$ cat src/rtl/keypad_scanner.sv
// keypad_scanner: matrix keypad scanner for the calculator front end.
// Drives one column at a time for SCAN_DIV clocks and synchronises the row
// lines. Key hits are accumulated over a full scan frame, the frame is
// debounced against the previous frames, and a one-cycle key event with a
// binary key code is produced, with optional typematic auto-repeat.
//
// Ports:
//   clk        - system clock
//   rst        - synchronous active-high reset
//   rows       - row sense lines, active-high, asynchronous to clk
//   cols       - one-hot active-high column drive
//   key_valid  - one-cycle pulse per accepted press or repeat
//   key_code   - key index = col*ROWS + row, held until the next accept
//   key_held   - high while an accepted key is considered down
//   multi_err  - one-cycle pulse after any frame in which 2+ keys were seen
//
// state     | meaning
// ----------+-----------------------------------------------------------
// IDLE      | no key down, waiting for a single-key frame
// DEB_PRESS | candidate key seen, counting identical frames
// PRESSED   | key accepted, counting frames for auto-repeat
// DEB_REL   | empty frames seen after a press, counting toward release
module keypad_scanner #(
  parameter int ROWS        = 4,
  parameter int COLS        = 4,
  parameter int SCAN_DIV    = 1000,
  parameter int DEBOUNCE    = 4,
  parameter int REPEAT_DLY  = 0,
  parameter int REPEAT_RATE = 1,
  localparam int CODE_W     = $clog2(ROWS*COLS)
) (
  input  logic              clk,
  input  logic              rst,
  input  logic [ROWS-1:0]   rows,
  output logic [COLS-1:0]   cols,
  output logic              key_valid,
  output logic [CODE_W-1:0] key_code,
  output logic              key_held,
  output logic              multi_err
);

  localparam int DW_W    = $clog2(SCAN_DIV);
  localparam int COL_W   = $clog2(COLS);
  localparam int DEB_W   = $clog2(DEBOUNCE + 1);
  localparam int REP_MAX = (REPEAT_DLY > REPEAT_RATE) ? REPEAT_DLY : REPEAT_RATE;
  localparam int REP_W   = $clog2(REP_MAX + 1);

  typedef enum logic [1:0] {IDLE, DEB_PRESS, PRESSED, DEB_REL} state_t;

  state_t            state;
  logic [DW_W-1:0]   dwell;
  logic [COL_W-1:0]  col_idx;
  logic [ROWS-1:0]   rows_meta, rows_sync;
  logic [1:0]        acc_cnt;
  logic [CODE_W-1:0] acc_code;
  logic [CODE_W-1:0] cand;
  logic [DEB_W-1:0]  cnt;
  logic [REP_W-1:0]  rep_cnt;
  logic              rep_first;

  logic              sample, frame_end;
  logic [1:0]        col_hits, frame_cnt;
  logic [2:0]        hit_sum;
  logic [CODE_W-1:0] col_code, frame_code;
  logic [DEB_W-1:0]  cnt_inc;
  logic [REP_W-1:0]  rep_inc, rep_target;
  logic              is_none, is_single, is_multi;

  assign sample    = (dwell == DW_W'(SCAN_DIV - 1));
  assign frame_end = sample && (col_idx == COL_W'(COLS - 1));

  // Per-column hit count saturates at 2; when only one key is present in the
  // whole frame, whichever code was recorded is that key's code.
  always_comb begin
    col_hits = '0;
    col_code = '0;
    for (int r = 0; r < ROWS; r++) begin
      if (rows_sync[r]) begin
        if (col_hits != 2'd2) col_hits = col_hits + 2'd1;
        col_code = CODE_W'(int'(col_idx) * ROWS + r);
      end
    end
    hit_sum    = {1'b0, acc_cnt} + {1'b0, col_hits};
    frame_cnt  = (hit_sum >= 3'd2) ? 2'd2 : hit_sum[1:0];
    frame_code = (col_hits != 2'd0) ? col_code : acc_code;
  end

  assign is_none    = (frame_cnt == 2'd0);
  assign is_single  = (frame_cnt == 2'd1);
  assign is_multi   = (frame_cnt == 2'd2);
  assign cnt_inc    = cnt + DEB_W'(1);
  assign rep_inc    = rep_cnt + REP_W'(1);
  assign rep_target = rep_first ? REP_W'(REPEAT_RATE) : REP_W'(REPEAT_DLY);

  always_ff @(posedge clk) begin
    if (rst) begin
      dwell     <= '0;
      col_idx   <= '0;
      cols      <= COLS'(1);
      rows_meta <= '0;
      rows_sync <= '0;
      acc_cnt   <= '0;
      acc_code  <= '0;
    end else begin
      rows_meta <= rows;
      rows_sync <= rows_meta;
      if (sample) begin
        dwell   <= '0;
        cols    <= {cols[COLS-2:0], cols[COLS-1]};
        col_idx <= (col_idx == COL_W'(COLS - 1)) ? '0 : col_idx + COL_W'(1);
      end else begin
        dwell <= dwell + DW_W'(1);
      end
      if (frame_end) begin
        acc_cnt  <= '0;
        acc_code <= '0;
      end else if (sample) begin
        acc_cnt  <= frame_cnt;
        acc_code <= frame_code;
      end
    end
  end

  always_ff @(posedge clk) begin
    if (rst) begin
      state     <= IDLE;
      cand      <= '0;
      cnt       <= '0;
      rep_cnt   <= '0;
      rep_first <= 1'b0;
      key_valid <= 1'b0;
      key_code  <= '0;
      key_held  <= 1'b0;
      multi_err <= 1'b0;
    end else begin
      key_valid <= 1'b0;
      multi_err <= 1'b0;
      if (frame_end) begin
        multi_err <= is_multi;
        case (state)
          IDLE: begin
            if (is_single) begin
              if (DEBOUNCE == 1) begin
                key_code  <= frame_code;
                key_valid <= 1'b1;
                key_held  <= 1'b1;
                rep_cnt   <= '0;
                rep_first <= 1'b0;
                state     <= PRESSED;
              end else begin
                cand  <= frame_code;
                cnt   <= DEB_W'(1);
                state <= DEB_PRESS;
              end
            end
          end
          DEB_PRESS: begin
            if (!is_single) begin
              state <= IDLE;
            end else if (frame_code != cand) begin
              cand <= frame_code;
              cnt  <= DEB_W'(1);
            end else if (cnt_inc == DEB_W'(DEBOUNCE)) begin
              key_code  <= cand;
              key_valid <= 1'b1;
              key_held  <= 1'b1;
              rep_cnt   <= '0;
              rep_first <= 1'b0;
              state     <= PRESSED;
            end else begin
              cnt <= cnt_inc;
            end
          end
          PRESSED: begin
            if (is_none) begin
              if (DEBOUNCE == 1) begin
                key_held <= 1'b0;
                state    <= IDLE;
              end else begin
                cnt   <= DEB_W'(1);
                state <= DEB_REL;
              end
            end else if (REPEAT_DLY > 0) begin
              // A different single key counts as the same key still down.
              if (rep_inc == rep_target) begin
                key_valid <= 1'b1;
                rep_cnt   <= '0;
                rep_first <= 1'b1;
              end else begin
                rep_cnt <= rep_inc;
              end
            end
          end
          DEB_REL: begin
            if (!is_none) begin
              state <= PRESSED;
            end else if (cnt_inc == DEB_W'(DEBOUNCE)) begin
              key_held <= 1'b0;
              state    <= IDLE;
            end else begin
              cnt <= cnt_inc;
            end
          end
          default: state <= IDLE;
        endcase
      end
    end
  end

endmodule

$ cat config.mk
export PLATFORM = sky130hd
export DESIGN_NAME = keypad_scanner
export DESIGN_NICKNAME = d
export VERILOG_FILES = /design/src/rtl/keypad_scanner.sv
export SDC_FILE = /design/constraint.sdc
export NUM_CORES = 1
export LEC_CHECK = 0
export ABC_AREA = 1
export CORE_UTILIZATION = 30
export DETAILED_ROUTE_END_ITERATION = 7
export SLEW_MARGIN = 20
export SYNTH_ARGS = -nofsm -noshare
export SYNTH_HDL_FRONTEND = slang
export SYNTH_SLANG_ARGS = --single-unit
$ cat constraint.sdc
create_clock -name clk -period 3.4 [get_ports clk]
set_clock_uncertainty 0.1 [all_clocks]
set_input_delay 0.85 -clock clk [delete_from_list [all_inputs] [get_ports clk]]
set_output_delay 0.85 -clock clk [all_outputs]
set_load 0.01 [all_outputs]
Fig. 1: ports around the boundary
Pins as bars across the die edge, other pins in grey.
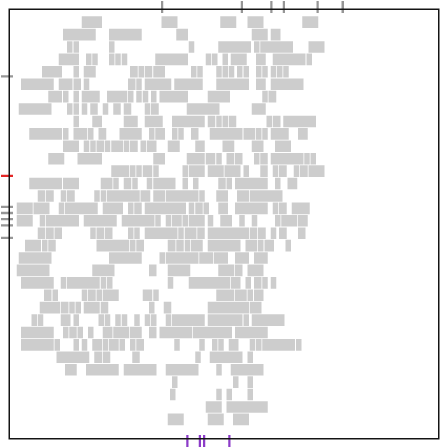
[purple] rows | pins: 4 | direction: input | edge: south
[red] key_held | pins: 1 | direction: output | edge: west

==> impl_metrics.yaml <==
# synthesis and place-and-route metrics
pwr:
  top_power_group: "sequential cells"
  total_power_mw: 1.02
  pwr.group.combinational_mw: 0.140
  p_switching_mw: 0.271
  vdd_ir_drop_max_mv: 0.312
  seq_cell_power_mw: 0.551
  leakage_nw: 1.34
critical_path:
  worstPathCellList: "inv_4 -> ha_4 -> nand2_4 -> and2_4 -> ha_4 -> or2_4 -> nand2_8 -> inv_4 -> ha_4 -> inv_2 -> fa_1 -> nand2_2 -> nor2_2 -> inv_1 -> nor2_2 -> inv_2 -> nor2_4 -> inv_2 -> nor3_4 -> nand3_4 -> nor2_1 -> nor2_2"
  cp.arrival_ns: 3.34
  max_stage_delay_ns: 0.56
  critPathLaunch: "rows_sync[1]"
  cp.depth: 22
  endpoint: "key_code[1]"
  cp_max_fo: 5
  endpoint_kind: "flop"
  rrSetupSlack_ns: 0.16
  worstReg2RegStart: "rows_sync[1]"
  slowest_stage: "fa_1"
  cp-start-kind: "flop"
final_timing:
  setup-violations-final: 0
  rsz0062_at_grt: "yes"
  min_period_ns: 3.24
  whs_ns: 0.302
  fin_tns_setup_ns: 0
  hold_viol: 0
cts:
  clk_latency_ns: 0.29
  clockRootBuffer: "clkbuf_8"
  cts_hold_buf: 0
  numCtsBuffers: 5
placement:
  gp_congestion: 0.830
  dp.cells: 463
synth:
  topCombFamilyByArea: "simple AND/OR/NAND/NOR gates"
  ys_sh_simple_pct: 37.9
  numSynthFlops: 46
  ys_area_sq_um: 2530
  yosysTopAreaCellShare_pct: 36.4
  yosys_cells: 341
  ys_seq_share_pct: 36.4
  synthTopCellsByArea: "dfxtp_1 (36%), inv_1 (9.2%), nand2_1 (8.8%)"
  largest_area_cell: "dfxtp_1"
  synth.mux.area_fraction_pct: 0
  synthFlopType: "dfxtp_1"
  ys_top_cells_by_count: "inv_1 (62), nand2_1 (59), dfxtp_1 (46)"
  adder_share_pct: 5.74
  xor_share_pct: 0.347
finish:
  seq_share_pct: 29.7
  logic_area_sq_um: 1460
  nonClkBufAreaFrac_pct: 8.27
  layout_top_cell: "inv_1"
  clock_area_share_pct: 2.77
  nNonClkBuffers: 29
  lay_top_cells: "inv_1 (56), nand2_1 (53), dfxtp_1 (44)"
  fin_util_pct: 38.1
  diodes: 0
  largest_register_ffs: 10
  design_area_sq_um: 3120
  n_all_inverters: 67
worst_hold_path:
  whs_path_depth: 2
route:
  avgViaCountPerCell: 4.40
  highest_layer: "met4"
  drc: 0
  antenna_left: 0
  wl_um: 4960
  met2_length_um: 2350
  wl_per_cell_um: 10.3
  dr_wl_met3_um: 117
  vias: 2115
die:
  fp-utilization_pct: 30.9
  core-area_sq_um: 8180
  rows: 33
  taps: 105
  dieArea_sq_um: 8800
run_status:
  outcome: "finished clean"
global_route:
  grt_pass1_vias: 1952
  grt_util_met3_pct: 2.59
  grt_use_met2_pct: 20.1
  globalRouteOverflowTotal: 0
  grtUsageTotal_pct: 11.6
flow_run:
  cap_viol_max_count: 0
Fig. 2: wires at chosen ports, followed through buffers
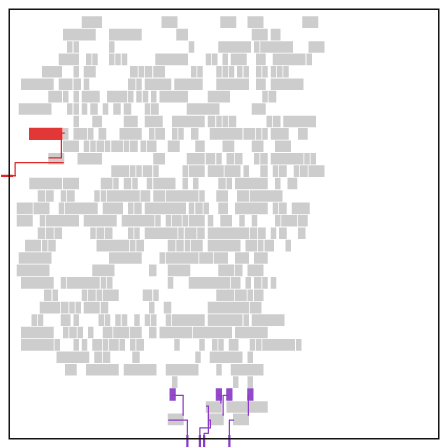
[purple] rows | bits: 4 | direction: input | edge: south | end cells: 4 | buffers: 4 | wire: 45.8 um
[red] key_held | bits: 1 | direction: output | edge: west | end cells: 1 | buffers: 1 | wire: 23.0 um

Power and IR drop assume default switching activity.
